[src/rtl/stream_step_controller.sv]
// stream_step_controller
//   Packs a byte stream into 16-bit symbol pairs for a two-symbol automaton.
//   Each character gets exactly one step strobe. Every step that sees the
//   automaton report line high pushes the character offset into a show-ahead
//   report FIFO. A job is framed by start -> flush -> characters -> done.
module stream_step_controller #(
  parameter int unsigned RPT_DEPTH = 8,
  parameter int unsigned OFS_W     = 16,
  parameter logic [7:0]  PAD_BYTE  = 8'h00
) (
  input  logic             clock,
  input  logic             reset,
  input  logic             start,
  input  logic [7:0]       in_byte,
  input  logic             in_valid,
  input  logic             in_last,
  output logic             in_ready,
  output logic [15:0]      character,
  output logic             step,
  output logic             flush,
  input  logic             result,
  output logic [OFS_W-1:0] rpt_offset,
  output logic             rpt_valid,
  input  logic             rpt_ready,
  output logic             busy,
  output logic             done,
  output logic             overflow
);

  localparam int PTR_W = (RPT_DEPTH > 1) ? $clog2(RPT_DEPTH) : 1;
  localparam int CNT_W = PTR_W + 1;
  localparam logic [CNT_W-1:0] DEPTH_C = CNT_W'(RPT_DEPTH);
  localparam logic [OFS_W-1:0] OFS_MAX = {OFS_W{1'b1}};

  typedef enum logic [2:0] {
    S_IDLE   = 3'd0,
    S_FLUSH  = 3'd1,
    S_GET_HI = 3'd2,
    S_GET_LO = 3'd3,
    S_STEP   = 3'd4,
    S_DONE   = 3'd5
  } state_t;

  state_t             state_r;
  state_t             state_s;
  logic [15:0]        character_r;
  logic               last_r;
  logic [OFS_W-1:0]   offset_r;
  logic               overflow_r;
  logic [OFS_W-1:0]   mem_r [RPT_DEPTH];
  logic [PTR_W-1:0]   wr_ptr_r;
  logic [PTR_W-1:0]   rd_ptr_r;
  logic [CNT_W-1:0]   fifo_count_r;

  logic               in_ready_s;
  logic               step_s;
  logic               flush_s;
  logic               busy_s;
  logic               done_s;
  logic               start_job_s;
  logic               accept_hi_s;
  logic               accept_lo_s;
  logic               rpt_valid_s;
  logic               pop_s;
  logic               push_s;
  logic               can_push_s;

  // FIFO status: a pop frees a slot in the same cycle, so a full FIFO can still accept a push
  always_comb begin
    rpt_valid_s = (fifo_count_r != {CNT_W{1'b0}});
    pop_s       = rpt_valid_s && rpt_ready;
    can_push_s  = (fifo_count_r < DEPTH_C) || pop_s;
    push_s      = step_s && result;
  end

  // State register
  always_ff @(posedge clock or posedge reset) begin
    if (reset) begin
      state_r <= S_IDLE;
    end else begin
      state_r <= state_s;
    end
  end

  // Next-state and strobe decode; stepping waits until a report could be stored
  always_comb begin
    state_s     = state_r;
    in_ready_s  = 1'b0;
    step_s      = 1'b0;
    flush_s     = 1'b0;
    busy_s      = 1'b1;
    done_s      = 1'b0;
    start_job_s = 1'b0;
    accept_hi_s = 1'b0;
    accept_lo_s = 1'b0;
    case (state_r)
      S_IDLE: begin
        busy_s = 1'b0;
        if (start) begin
          start_job_s = 1'b1;
          state_s     = S_FLUSH;
        end else begin
          state_s = S_IDLE;
        end
      end
      S_FLUSH: begin
        flush_s = 1'b1;
        state_s = S_GET_HI;
      end
      S_GET_HI: begin
        in_ready_s = 1'b1;
        if (in_valid) begin
          accept_hi_s = 1'b1;
          state_s     = in_last ? S_STEP : S_GET_LO;
        end else begin
          state_s = S_GET_HI;
        end
      end
      S_GET_LO: begin
        in_ready_s = 1'b1;
        if (in_valid) begin
          accept_lo_s = 1'b1;
          state_s     = S_STEP;
        end else begin
          state_s = S_GET_LO;
        end
      end
      S_STEP: begin
        if (can_push_s) begin
          step_s  = 1'b1;
          state_s = last_r ? S_DONE : S_GET_HI;
        end else begin
          state_s = S_STEP;
        end
      end
      S_DONE: begin
        busy_s = 1'b0;
        done_s = 1'b1;
        if (start) begin
          start_job_s = 1'b1;
          state_s     = S_FLUSH;
        end else begin
          state_s = S_DONE;
        end
      end
      default: begin
        busy_s  = 1'b0;
        state_s = S_IDLE;
      end
    endcase
  end

  // Character assembly: first byte to the high half, pad the low half on an odd end
  always_ff @(posedge clock or posedge reset) begin
    if (reset) begin
      character_r <= 16'h0000;
      last_r      <= 1'b0;
    end else if (accept_hi_s) begin
      character_r[15:8] <= in_byte;
      if (in_last) begin
        character_r[7:0] <= PAD_BYTE;
        last_r           <= 1'b1;
      end else begin
        last_r <= 1'b0;
      end
    end else if (accept_lo_s) begin
      character_r[7:0] <= in_byte;
      last_r           <= in_last;
    end else begin
      last_r <= last_r;
    end
  end

  // Character offset counter and sticky wrap flag, both cleared when a job starts
  always_ff @(posedge clock or posedge reset) begin
    if (reset) begin
      offset_r   <= {OFS_W{1'b0}};
      overflow_r <= 1'b0;
    end else if (start_job_s) begin
      offset_r   <= {OFS_W{1'b0}};
      overflow_r <= 1'b0;
    end else if (step_s) begin
      offset_r <= offset_r + {{(OFS_W-1){1'b0}}, 1'b1};
      if (offset_r == OFS_MAX) begin
        overflow_r <= 1'b1;
      end else begin
        overflow_r <= overflow_r;
      end
    end else begin
      offset_r <= offset_r;
    end
  end

  // Report storage; contents are only meaningful between the pointers, so no reset
  always_ff @(posedge clock) begin
    if (push_s) begin
      mem_r[wr_ptr_r] <= offset_r;
    end
  end

  // Report FIFO pointers and occupancy; simultaneous push and pop leaves the count unchanged
  always_ff @(posedge clock or posedge reset) begin
    if (reset) begin
      wr_ptr_r     <= {PTR_W{1'b0}};
      rd_ptr_r     <= {PTR_W{1'b0}};
      fifo_count_r <= {CNT_W{1'b0}};
    end else begin
      if (push_s) begin
        wr_ptr_r <= wr_ptr_r + {{(PTR_W-1){1'b0}}, 1'b1};
      end
      if (pop_s) begin
        rd_ptr_r <= rd_ptr_r + {{(PTR_W-1){1'b0}}, 1'b1};
      end
      case ({push_s, pop_s})
        2'b10:   fifo_count_r <= fifo_count_r + {{(CNT_W-1){1'b0}}, 1'b1};
        2'b01:   fifo_count_r <= fifo_count_r - {{(CNT_W-1){1'b0}}, 1'b1};
        default: fifo_count_r <= fifo_count_r;
      endcase
    end
  end

  assign in_ready   = in_ready_s;
  assign step       = step_s;
  assign flush      = flush_s;
  assign busy       = busy_s;
  assign done       = done_s;
  assign character  = character_r;
  assign overflow   = overflow_r;
  assign rpt_valid  = rpt_valid_s;
  assign rpt_offset = rpt_valid_s ? mem_r[rd_ptr_r] : {OFS_W{1'b0}};

endmodule
[config.mk]
export PLATFORM = sky130hd
export DESIGN_NAME = stream_step_controller
export DESIGN_NICKNAME = d
export VERILOG_FILES = /design/src/rtl/stream_step_controller.sv
export SDC_FILE = /design/constraint.sdc
export NUM_CORES = 1
export LEC_CHECK = 0
export CORE_ASPECT_RATIO = 1.2
export CORE_MARGIN = 8
export CORE_UTILIZATION = 60
export CTS_CLUSTER_DIAMETER = 200
export CTS_CLUSTER_SIZE = 30
export DETAILED_ROUTE_END_ITERATION = 12
export PLACE_DENSITY_LB_ADDON = 0.3
export RECOVER_POWER = 100
export SYNTH_ARGS = -nofsm -noshare
export SYNTH_HDL_FRONTEND = slang
export SYNTH_SLANG_ARGS = --single-unit
[constraint.sdc]
create_clock -name clock -period 8.7 [get_ports clock]
set_input_delay 1.74 -clock clock [delete_from_list [all_inputs] [get_ports clock]]
set_output_delay 1.74 -clock clock [all_outputs]
set_load 0.01 [all_outputs]
### Logic cells by family, run 1

Drawn at 3 px/um.
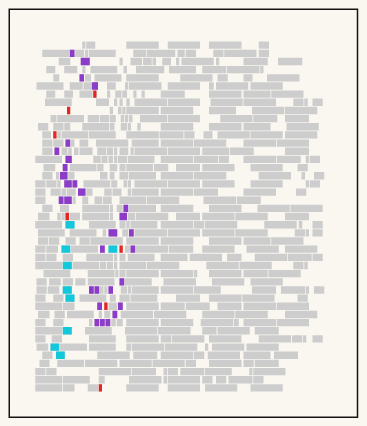
legend:
  cyan:
    family: AND-OR and OR-AND gates
    cells: 9
    most_used: a22o_1
  red:
    family: inverters
    cells: 7
    most_used: inv_1
  purple:
    family: inverting AOI/OAI gates
    cells: 30
    most_used: a21oi_1
Commonest Layout Cell: edfxtp_1
combinational share of cell area: 0.236
Layout Cells excl Fill: 654

### Routing congestion map, run 1

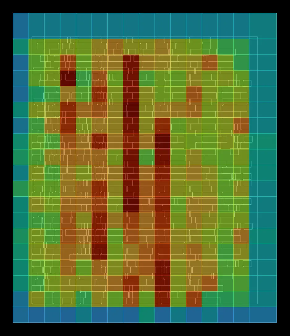
Global Route Usage Sum: 0.191
GR Layer Usage met3: 0.0544
Most Crowded Layer GR: met2
fin util: 0.727
met2 usage: 0.311

### Nets reached from selected ports, run 1

Drawn at 3 px/um.
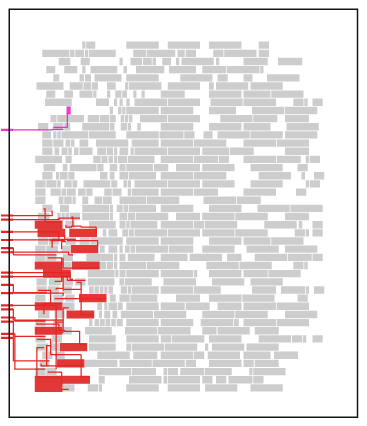
legend:
  magenta:
    port: `rpt_valid`
    bits: 1
    direction: output
    end_cells: 1
    wire: 27.2 um
  red:
    port: `character`
    bits: 16
    direction: output
    end_cells: 16
    wire: 598 um
IO Port Bufs: 53
Top Ports: 54

### Wire density map, run 1

Drawn at 3 px/um. The die is cut into 23 by 27 equal tiles; white is low, dark blue is high, scaled to the fullest tile. Values are wire area over tile area, all layers added.
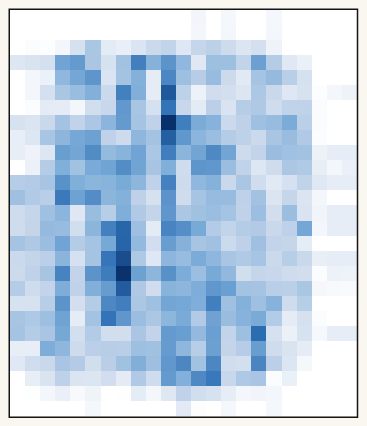
mean over tiles: 0.14
fullest tile: 0.52
nearly empty tiles: 19%
tiles over half the peak: 14%
Post-Route WL: 13.5 mm
WL/cell: 20.6 um
total number of vias: 3,844

==> notes.md, run 1 <==
impl run done, here's what came out: Slew Limit Fails approximately 66, Iteration-0 DRC Markers approximately 280, kind of critical path reg2out, outcome complete, but fails checks, Post-CTS Repair Setup Buffers 0, post-synth top area cell edfxtp_1, Hold-fix buffers, CTS 0, number of non-clock inverters in the layout 7, synth unique cells ~44, slowest library cell on the worst path nor4_1, GRT overflow 0, max_cap viols 2, async set or reset register ratio after synthesis 0.269, tool warning count 27, failing checks capacitance limit, slew limit, WHS ~0.50 ns, # clk buffers 22, number of global-route vias before repair between 4,000 and 5,000, H-tree depth 4, clk root buf clkbuf_16, Tap Count about 160, Max Freq between 0.15 and 0.2 GHz, CP max stage delay 2.55 ns, WP depth 3, Routed Antenna Nets 0, Die Ht between 100 and 150 um, Main synth FF type edfxtp_1, Post-synth top cells 128 x edfxtp_1, 47 x dfrtp_1, 35 x nor2_1, Clock Pin Slew Worst Setup and Hold Paths roughly 0.060 ns, layout cells sized above 1 0.155, Area Overhead vs Synth 17.8%, crit path max fanout 17, Clock Power Share 0.293, worst hold path depth 1, Clk power 0.765 mW, die width around 120 um
==> run 1 -> run 2 <==
--- a/config.mk
+++ b/config.mk
@@ -7,7 +7,7 @@
 export LEC_CHECK = 0
 export CORE_ASPECT_RATIO = 1.2
 export CORE_MARGIN = 8
-export CORE_UTILIZATION = 60
+export CORE_UTILIZATION = 58
 export CTS_CLUSTER_DIAMETER = 200
 export CTS_CLUSTER_SIZE = 30
 export DETAILED_ROUTE_END_ITERATION = 12
==> constraint.sdc (replaced) <==
create_clock -name clock -period 6.16 [get_ports clock]
set_input_delay 1.232 -clock clock [delete_from_list [all_inputs] [get_ports clock]]
set_output_delay 1.232 -clock clock [all_outputs]
set_load 0.01 [all_outputs]
==> notes.md, run 2 <==
impl run done, here's what came out: max reg flops 128 (unchanged), slew margin rel. -0.187 (was -1.19), Most Crowded Layer GR met2 (unchanged), placed cells 627 (was 622), layout cells sized above 1 0.155 (about the same), WHS 0.496 ns (was 0.498 ns), core box area 12,100 um2 (was 11,600 um2), Area after DPL 7870 um2 (was 7860 um2), Filler Cell Count 775 (was 725), fin util 0.700 (was 0.727), H-tree depth 4 (unchanged), register area 5020 um2 (about the same), total CTS buffers 17 (unchanged), number of global-route vias before repair 4,209 (was 4,113), failing checks capacitance limit, slew limit (unchanged), tool warning count 27 (unchanged), kind of critical path reg2out (unchanged), M1 WL 5.45 mm (was 5.58 mm), CP max stage delay 1.08 ns (was 2.55 ns), Layout Cells excl Fill 659 (was 654), Tap Count 161 (was 157), Reg-to-Reg Start fifo_count_r[3] (was fifo_count_r[1]), die area 16,100 um2 (was 15,700 um2), outcome complete, but fails checks (unchanged), met2 usage 0.319 (was 0.311), Area Overhead vs Synth 18.3% (was 17.8%), post-synth top area cell edfxtp_1 (unchanged), sequential share of cell area 0.595 (was 0.597), Max Freq about 0.22 GHz, Main synth FF type edfxtp_1 (unchanged), Clock Pin Slew Worst Setup and Hold Paths 0.06 ns (about the same), max_cap viols 1 (was 2), P_leak 3.04 nW (was 3.03 nW), setup slack at placement 1.98 ns (was 3.46 ns), part of the power in registers 0.419 (was 0.424), IO Port Bufs 53 (unchanged), Switch Pwr 1.06 mW (was 0.739 mW), synth unique cells 44 (unchanged), Layout Nets 506 (was 505), # clk buffers 22 (unchanged), Die Ht 138 um (was 135 um), crit path max fanout 18 (was 17), sum of negative setup slack 0 ns (unchanged), GR Layer Usage met3 0.0605 (was 0.0544), initial antenna violation count 0 (unchanged), Top Ports 54 (unchanged), Slew Limit Fails 48 (was 66), # Cells Yosys 424 (unchanged), Post-Route WL 13.7 mm (was 13.5 mm), clk root buf clkbuf_16 (unchanged), WP data arrival 3.42 ns (was 4.36 ns), CP Capture Point rpt_offset[0] (was rpt_offset[7]), Post-DP HPWL 8.66 mm (was 8.27 mm), cell area after layout 8440 um2 (was 8410 um2), Commonest Layout Cell edfxtp_1 (unchanged), Max VDD drop 0.283 mV (was 0.209 mV), Internal Pwr Total 2.67 mW (was 1.88 mW), Net Count, Synth 445 (unchanged), GRT overflow 0 (unchanged), Hold-fix buffers, CTS 0 (unchanged), M1 GR Usage 0.218 (was 0.227), Post-synth top cells 128 x edfxtp_1, 47 x dfrtp_1, 35 x nor2_1 (unchanged), post-route DRC violation count 0 (unchanged), WP depth 5 (was 3), number of non-clock inverters in the layout 7 (unchanged), Sw Share 0.285 (was 0.283), post-synthesis sequential area ratio 0.703 (unchanged), worst hold path depth 1 (unchanged), slowest library cell on the worst path dfrtp_1 (was nor4_1), Flops after synth 175 (unchanged), crit path DRT 4.93 ns (was 6.96 ns), Post-CTS Repair Setup Buffers 0 (unchanged), met3 WL 830 um (was 831 um), crit path from rd_ptr_r[0] (was fifo_count_r[1]), Routed Antenna Nets 0 (unchanged), CP Cell Sequence buf_4 -> mux4_2 -> mux2i_1 -> nor2_1 -> dlygate4sd3_1 (was nor4_1 -> nor2_1 -> dlygate4sd3_1), Iteration-0 DRC Markers 235 (was 281), first-pass GRT wire length 22.1 mm (was 21.9 mm), crit start category flip-flop (unchanged), Hold Crit Endpoint character[5] (was character[7]), combinational share of cell area 0.237 (was 0.236), YS chip area 7140 um2 (unchanged), async set or reset register ratio after synthesis 0.269 (unchanged), die width 117 um (was 116 um), yosys simple share 0.0710 (unchanged)
### Wire density map, run 2

Drawn at 3 px/um. The die is cut into 23 by 28 equal tiles; white is low, dark blue is high, scaled to the fullest tile. Values are wire area over tile area, all layers added.
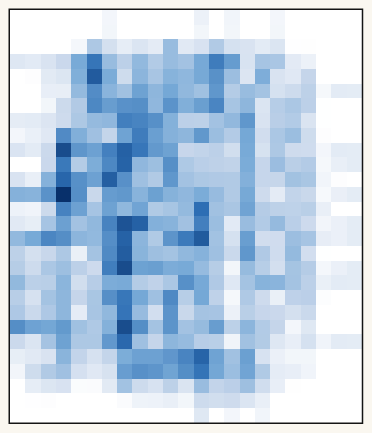
total number of vias: 3,904
WL/cell: 20.8 um
Global Route Usage Sum: 0.186

### Routed clock nets over the placement, run 2

Drawn at 3 px/um.
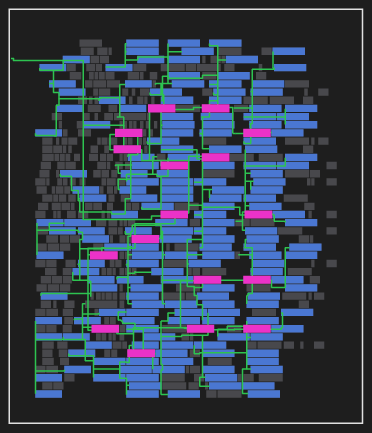
legend:
  blue:
    item: flip-flops
    count: 175
  magenta:
    item: clock drivers
    count: 17
  green:
    item: clock wires
    length: 1,700 um
routed clock nets: 18
Clock Power Share: 0.293
Worst Skew: 0.00740 ns
Clk power: 1.09 mW
Clock Latency Late Sink: 0.42 ns

No activity file was given, so power comes from the tool's default toggle rates.
